==> src/rtl/fifo_wr_arbiter.sv <==
// Write-side arbiter for the async FIFO write port.
// Round-robin grants with bounded bursts and wr_full backpressure.
module fifo_wr_arbiter #(
    parameter int NUM_REQ   = 4,
    parameter int DATA_W    = 8,
    parameter int MAX_BURST = 4,
    parameter int SRC_W     = 2
) (
    input  logic                      clk_wr,
    input  logic                      rst,
    input  logic [NUM_REQ-1:0]        req_valid,
    input  logic [NUM_REQ*DATA_W-1:0] req_data,
    input  logic [NUM_REQ-1:0]        req_last,
    output logic [NUM_REQ-1:0]        req_ready,
    input  logic                      wr_full,
    output logic                      wr_en,
    output logic [DATA_W-1:0]         wr_data,
    output logic [SRC_W-1:0]          wr_src,
    output logic                      busy
);

    localparam int BC_W = $clog2(MAX_BURST) + 1;

    typedef enum logic {
        IDLE,
        GRANT
    } state_t;

    state_t            state, state_nxt;
    logic [SRC_W-1:0]  owner, owner_nxt;
    logic [SRC_W-1:0]  last_owner, last_nxt;
    logic [BC_W-1:0]   beat_cnt, beat_nxt;

    logic [2*NUM_REQ-1:0] dbl;
    logic [NUM_REQ-1:0]   rot;
    logic [SRC_W-1:0]     rr_pick;
    logic                 any_req;

    logic              cur_valid;
    logic              cur_last;
    logic [DATA_W-1:0] cur_data;
    logic              xfer;
    logic              burst_end;

    // Round-robin pick: rotate so last_owner+1 is bit 0, take lowest set bit.
    always_comb begin
        dbl     = {req_valid, req_valid};
        rot     = NUM_REQ'(dbl >> (int'(last_owner) + 1));
        rr_pick = '0;
        any_req = |req_valid;
        for (int i = NUM_REQ - 1; i >= 0; i--) begin
            if (rot[i]) begin
                rr_pick = SRC_W'((int'(last_owner) + 1 + i) % NUM_REQ);
            end
        end
    end

    // Select the current owner's valid/last/data lanes.
    always_comb begin
        cur_valid = 1'b0;
        cur_last  = 1'b0;
        cur_data  = '0;
        for (int i = 0; i < NUM_REQ; i++) begin
            if (owner == SRC_W'(i)) begin
                cur_valid = req_valid[i];
                cur_last  = req_last[i];
                cur_data  = req_data[i*DATA_W +: DATA_W];
            end
        end
    end

    // State and arbitration registers; reset gives requester 0 first turn.
    always_ff @(posedge clk_wr or posedge rst) begin
        if (rst) begin
            state      <= IDLE;
            owner      <= '0;
            last_owner <= SRC_W'(NUM_REQ - 1);
            beat_cnt   <= '0;
        end else begin
            state      <= state_nxt;
            owner      <= owner_nxt;
            last_owner <= last_nxt;
            beat_cnt   <= beat_nxt;
        end
    end

    // Next-state and outputs; a full FIFO freezes the grant without release.
    always_comb begin
        state_nxt = state;
        owner_nxt = owner;
        last_nxt  = last_owner;
        beat_nxt  = beat_cnt;
        req_ready = '0;
        wr_en     = 1'b0;
        wr_data   = '0;
        wr_src    = '0;
        busy      = 1'b0;
        xfer      = 1'b0;
        burst_end = 1'b0;
        case (state)
            IDLE: begin
                if (any_req) begin
                    owner_nxt = rr_pick;
                    beat_nxt  = '0;
                    state_nxt = GRANT;
                end
            end
            GRANT: begin
                busy   = 1'b1;
                wr_src = owner;
                for (int i = 0; i < NUM_REQ; i++) begin
                    if (owner == SRC_W'(i)) begin
                        req_ready[i] = ~wr_full;
                    end
                end
                xfer  = cur_valid & ~wr_full;
                wr_en = xfer;
                if (xfer) begin
                    wr_data  = cur_data;
                    beat_nxt = beat_cnt + BC_W'(1);
                end
                burst_end = cur_last ||
                            (beat_cnt == BC_W'(MAX_BURST - 1));
                if ((xfer && burst_end) || (!cur_valid && !wr_full)) begin
                    state_nxt = IDLE;
                    last_nxt  = owner;
                end
            end
            default: begin
                state_nxt = IDLE;
            end
        endcase
    end

endmodule
==> config.mk <==
export PLATFORM = sky130hd
export DESIGN_NAME = fifo_wr_arbiter
export DESIGN_NICKNAME = d
export VERILOG_FILES = /design/src/rtl/fifo_wr_arbiter.sv
export SDC_FILE = /design/constraint.sdc
export NUM_CORES = 1
export LEC_CHECK = 0
export ABC_AREA = 1
export CORE_UTILIZATION = 41
export DETAILED_ROUTE_END_ITERATION = 10
export HOLD_SLACK_MARGIN = 0.15
export PLACE_DENSITY_LB_ADDON = 0.1
export REMOVE_ABC_BUFFERS = 1
export SYNTH_ARGS = -nofsm -noshare
export SYNTH_HDL_FRONTEND = slang
export SYNTH_SLANG_ARGS = --single-unit
export TNS_END_PERCENT = 5
==> constraint.sdc <==
create_clock -name clk_wr -period 2.55 [get_ports clk_wr]
set_clock_uncertainty 0.05 [all_clocks]
set_input_delay 0.3825 -clock clk_wr [delete_from_list [all_inputs] [get_ports clk_wr]]
set_output_delay 0.3825 -clock clk_wr [all_outputs]
set_load 0.005 [all_outputs]
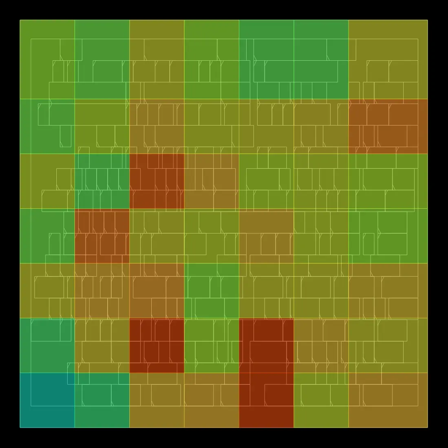
run_1/final_congestion.png
overall routing resource usage: 25.82%
M1 GR Usage: 29.40%
Util after Layout: 76.36%

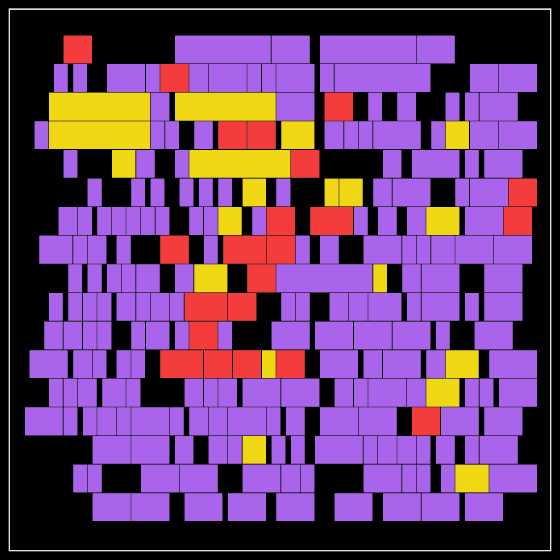
run_1/drive_strength.png
color	size	cells	share	most used
red	drive 3 to 4	22	9.1%	buf_4
yellow	drive 2	19	7.9%	a21oi_2
purple	drive 1 or less	200	83%	nand2_1

==> changes_impl.md, run 1 <==
## Flow update

* Cell variety after synth at 28
* Min cycle time layout at 2475 ps
* Biggest area contributors in the synthesized netlist: nand2_1 21%, dfrtp_1 15%, o21ai_0 9.0%
* Core Density at Floorplan at 44.28%
* Antenna-violating nets left at 0
* Design area at 0.001722 mm2
* Antenna violations before repair at 0
* Reg-to-Reg End: last_owner[0]$_DFFE_PP1P_
* Total CTS buffers at 3
* Sequential group share of total power at 16.9%
* Total area of multi-input combinational cells at 675.6 um2
* Status: finished clean
* Aggregate global routing overflow at 0
* Via count of the first global-routing pass at 1247
* DRC violation count after routing at 0
* Vias per cell at 4.937
* Most common cell after layout, fill and taps aside: nand2_1
* CTS root buffer: clkbuf_4
* Endpoint arrival time on the critical path at 2040 ps
* Crit path buf inv count at 3
* Count of pins over their slew limit at 0
* Number of clock sinks at 8
* Die width at 51.35 um
* Ordered list of cells on the worst path: clkdlybuf4s50_1 -> inv_1 -> o21ai_1 -> nand3_1 -> o21ai_2 -> nand2_4 -> a21oi_2 -> clkdlybuf4s50_1
* Hold-fix buffers, CTS at 0
* Leakage at 0.8847 nW
* Maximum vdd drop at 0.7694 mV
* Clock buffers and inverters, area share at 1.526%
* Worst Setup Path Type: input port to primary output
* Endpoint kind of the worst setup timing path: primary output
* Critical Path Source Type: input port
* Highest-count cells in the layout ignoring fill and taps: 57 x nand2_1, 55 x clkdlybuf4s50_1, 18 x inv_1, 18 x o21ai_0, 17 x nand3_1
* Resize count post-CTS at 1
* Number of logic gates at 135
* Final setup violation count at 0
* HPWL reported at the end of detailed placement at 2520 um
* Pin count of the biggest net entering global routing at 15
* Maximum fanout encountered on the critical timing path at 14
* Worst-case headroom to the max-slew limit at 79.37%
* Number of hold violations in the final report at 0
* Psw at 0.0007894 W
* Buffers from clock root to sink, at most at 2
* Tap cell count at 28
* Post-CTS setup repair buffer count at 0
* Clock transition at path regs at 60 ps
* Busiest grt layer: met2
* Ratio of final minimum period to clock period at 97.07%
* # H-tree levels at 1
* Netlist area before placement at 998.5 um2
* Setup slack after layout at 74.80 ps
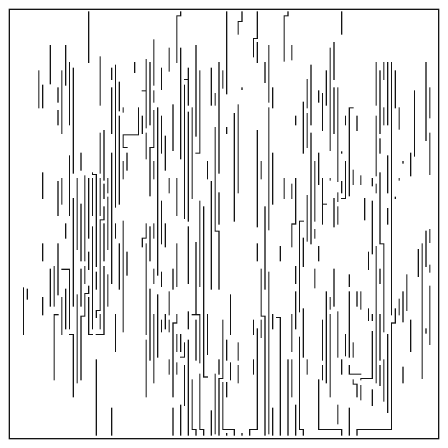
run_1/met2.png
nets with wire on the layer	238
longest straight run	30.3 um
share of all routed wire	50%
DRT Wirelength: 3282 um
met2 usage: 50.44%
vias after detailed routing: 1328

run_1/density.png
The bar under the picture is 20 um long. The die is cut into 10 by 10 equal tiles; dark blue is low, red is high, 0 to 100% covered.
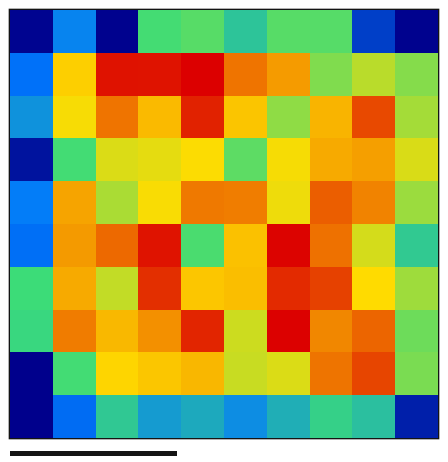

==> inputs of run 2 (changes only) <==
Clock period 2.55 ns to 3 ns, I/O delays scaled along.
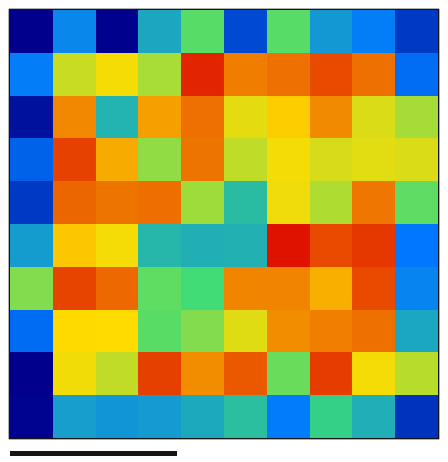
run_2/density.png
The bar under the picture is 20 um long. The die is cut into 10 by 10 equal tiles; dark blue is low, red is high, 0 to 100% covered.
tiles over 75% full	36%
nearly empty tiles	4.0%
fullest tile	98%
emptiest ninth of the die	top left
Core Density at Floorplan: 44.28%
Util after Layout: 71.14%
Core ar.: 0.002255 mm2

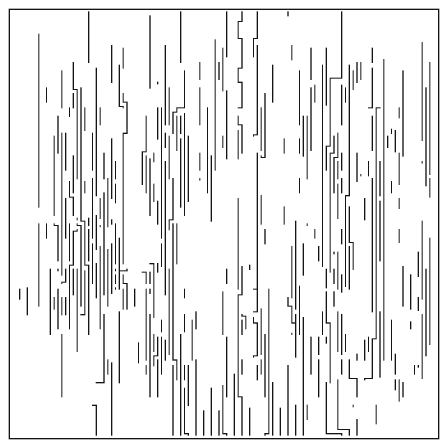
run_2/met2.png
longest straight run	36.0 um
nets with wire on the layer	221
share of all routed wire	49%
main direction	vertical
wire length on this layer	1570 um
met2 usage: 50.22%
vias after detailed routing: 1281
DRT Wirelength: 3191 um

==> run 2 against run 1 <==
Cell area is 6.8% lower. Routed wire length is 2.8% lower. Count of clock-buffer cells in the layout stayed put.
==> changes_impl.md, run 2 <==
## Flow update

* Min cycle time layout at 2772 ps
* Buffers from clock root to sink, at most at 2 (unchanged)
* Biggest area contributors in the synthesized netlist: nand2_1 21%, dfrtp_1 15%, o21ai_0 9.0%
* Cell variety after synth at 28 (unchanged)
* Vias per cell at 5.024 (+1.8%)
* Number of logic gates at 135 (unchanged)
* Maximum vdd drop at 0.5658 mV (-26%)
* Count of pins over their slew limit at 0 (unchanged)
* Netlist area before placement at 998.5 um2 (unchanged)
* Endpoint arrival time on the critical path at 2270 ps (+230 ps)
* Sequential group share of total power at 20.4% (+3.5 points)
* Reg-to-Reg End: last_owner[1]$_DFFE_PP1P_
* Overall routing resource usage at 26.97% (+1.1 points)
* Hold-fix buffers, CTS at 0 (unchanged)
* Clock transition at path regs at 60 ps (about the same)
* Total area of multi-input combinational cells at 673.1 um2 (-0.37%)
* Psw at 0.0006385 W (-19%)
* Maximum fanout encountered on the critical timing path at 11 (-3)
* Highest-count cells in the layout ignoring fill and taps: 58 x clkdlybuf4s50_1, 57 x nand2_1, 18 x inv_1, 18 x o21ai_0, 17 x nand3_1
* Final setup violation count at 0 (unchanged)
* Status: finished clean
* DRC violation count after routing at 0 (unchanged)
* Number of clock sinks at 8 (unchanged)
* Leakage at 0.7662 nW (-13%)
* Die width at 51.35 um (unchanged)
* Critical Path Source Type: register
* Antenna violations before repair at 0 (unchanged)
* HPWL reported at the end of detailed placement at 2605 um (+3.4%)
* Total CTS buffers at 3 (unchanged)
* Aggregate global routing overflow at 0 (unchanged)
* Tap cell count at 28 (unchanged)
* Clock buffers and inverters, area share at 1.638% (+0.11 points)
* Pin count of the biggest net entering global routing at 15 (unchanged)
* # H-tree levels at 1 (unchanged)
* Most common cell after layout, fill and taps aside: clkdlybuf4s50_1
* Worst-case headroom to the max-slew limit at 67.74% (-12 points)
* Number of hold violations in the final report at 0 (unchanged)
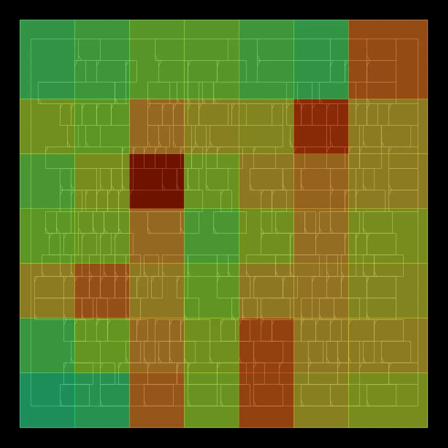
run_2/final_congestion.png
routing usage on met3: 5.060%
M1 GR Usage: 32.19%
busiest grt layer: met2

Power is estimated from default activity; no workload was simulated.
